**Register map, names as in the netlist**

Drawn at 1.5 px/um.
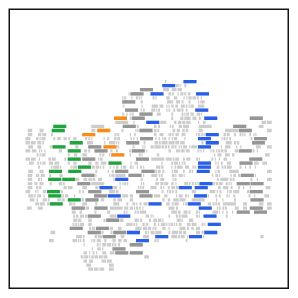
**M3 wires**

Drawn at 1.5 px/um. Cells faint in the background.
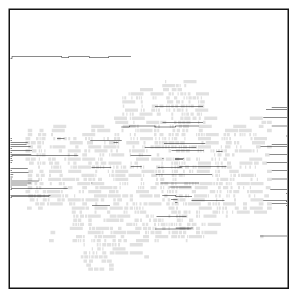
**Routed metal, one colour a layer**

Drawn at 1.5 px/um.
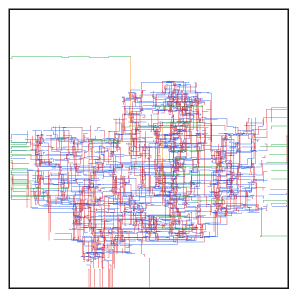
**Routed clock nets over the placement**

Drawn at 2 px/um.
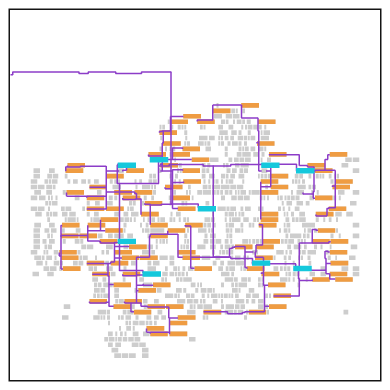
Design fxp_seq_mul, sky130hd; sources not shown.
==> reports/qor.yml <==
power_and_ir_drop:
  power.group.top: "combinational cells"
  static-leakage-power_nw: 3.54
  cell_internal_pwr_mw: 3.21
setup_path:
  timing.critical_path.required_ns: 4.35
  number_of_gates_on_the_worst_path_with_buffers_counted: 7
  timing.critical_path.max_delay_family: "simple AND/OR/NAND/NOR gates"
  maximum_fanout_encountered_on_the_critical_timing_path: 4
  arrival_time_at_the_worst_endpoint_ns: 3.11
  ff2ff_path_depth: 11
outcome:
  run_status: "finished, final reports clean"
timing:
  setup-violations-final: 0
  final.setup.tns_ns: 0
  grt_setup_unrepaired: "false"
layout:
  area.growth.synth_to_final_pct: 17.3
  final_cell_area_sq_um: 7990
  layout_top_cell: "sky130_fd_sc_hd__nand2_1"
  final_cell_mix: "125 x sky130_fd_sc_hd__nand2_1, 107 x sky130_fd_sc_hd__dfrtp_1, 92 x sky130_fd_sc_hd__o21ai_0, 53 x sky130_fd_sc_hd__nor2_1, 52 x sky130_fd_sc_hd__clkdlybuf4s50_1"
clocking:
  clk_root_buffer_cell: "sky130_fd_sc_hd__clkbuf_16"
  clock_tree.buffer_depth: 2
  tritoncts_num_sinks: 107
  postCtsHoldBufs: 0
  cts_repair_resize_count: 0
  postCtsSetupRepairBufs: 0
min_path:
  timing.hold.worst.class: "reg2reg"
synthesis:
  syn-cell-area_sq_um: 6810
  edf_count: 0
  yosys-mux-area-fraction: 0.00882
  synth-seq-area-share: 0.393
  topCombFamilyByArea: "AND-OR/OR-AND gates"
  fraction_of_synthesized_cell_area_in_xor_and_xnor_cells: 0.0669
  postSynth.asyncResetShare: 1.00
  synthesis.yosys.warnings: 0
routing:
  detailedRoute.firstIterationViolations: 342
  post-route-drc-count: 0
die:
  pin_count: 54
  die_w_um: 185
job:
  warnings: 26
global_route:
  first_pass_grt_wire_length_um: 28300
  grt_max_degree: 56
place:
  place_congestion: 0.860
Notes on 'register map, names as in the netlist' above:
netlist name	colour	placed flops
r_mplier	green	16
r_cnt	orange	5
r_acc	blue	32
reported sequential group power: 1.94 mW
final standard cell utilization of the core: 0.297

Notes on 'M3 wires' above:
nets with wire on the layer	66
longest straight run	43.9 um
share of all routed wire	6.1%
main direction	horizontal
total vias in the final route: 5816
aggregate routed wire length: 17000 um
Global Route met3 Usage: 0.0288

Notes on 'routed metal, one colour a layer' above:
layer	colour	wire length
metal 2	red	7070 um
metal 3	green	1040 um
metal 1	blue	8700 um
metal 4	orange	155 um
total routing resource utilization after global routing: 0.101
Routed WL per cell: 14.3 um

Notes on 'routed clock nets over the placement' above:
[clock drivers] cyan | count: 9
[clock wires] purple | length: 1540 um
[flip-flops] orange | count: 107
routed clock nets	10
share of total power in the clock network: 0.149
Clock net power: 0.873 mW
Insertion Delay late pin: 0.36 ns

-- metrics by stage --
step	hold slack, ns	std cells	setup slack [ns]	util
2_1_floorplan	0.449	804	1.46	-
3_3_place_gp	0.466	1167	0.837	0.286
3_5_place_dp	0.476	1167	0.828	0.286
4_1_cts	0.492	1183	1.22	0.297
5_1_grt	0.507	1183	1.05	0.297
6_report	0.481	1183	1.23	0.297
-- layer usage --
layer,up-vias,global-route usage,wire (um)
li1,2976,-,-
met3,8,0.0288,1040
met4,0,0.0244,155
met1,2733,0.143,8700
met2,99,0.147,7070
met5,-,0,0
-- layout make-up --
type                       count  area, sq um
clock buffer                  10          239
tap                          341          427
inverter                      17         63.8
sequential                   107         2680
timing repair buffer          64          611
clock inverter                 6         53.8
multi-input combinational    638         3920
fill                        2840        18900
No activity file was given, so power comes from the tool's default toggle rates.
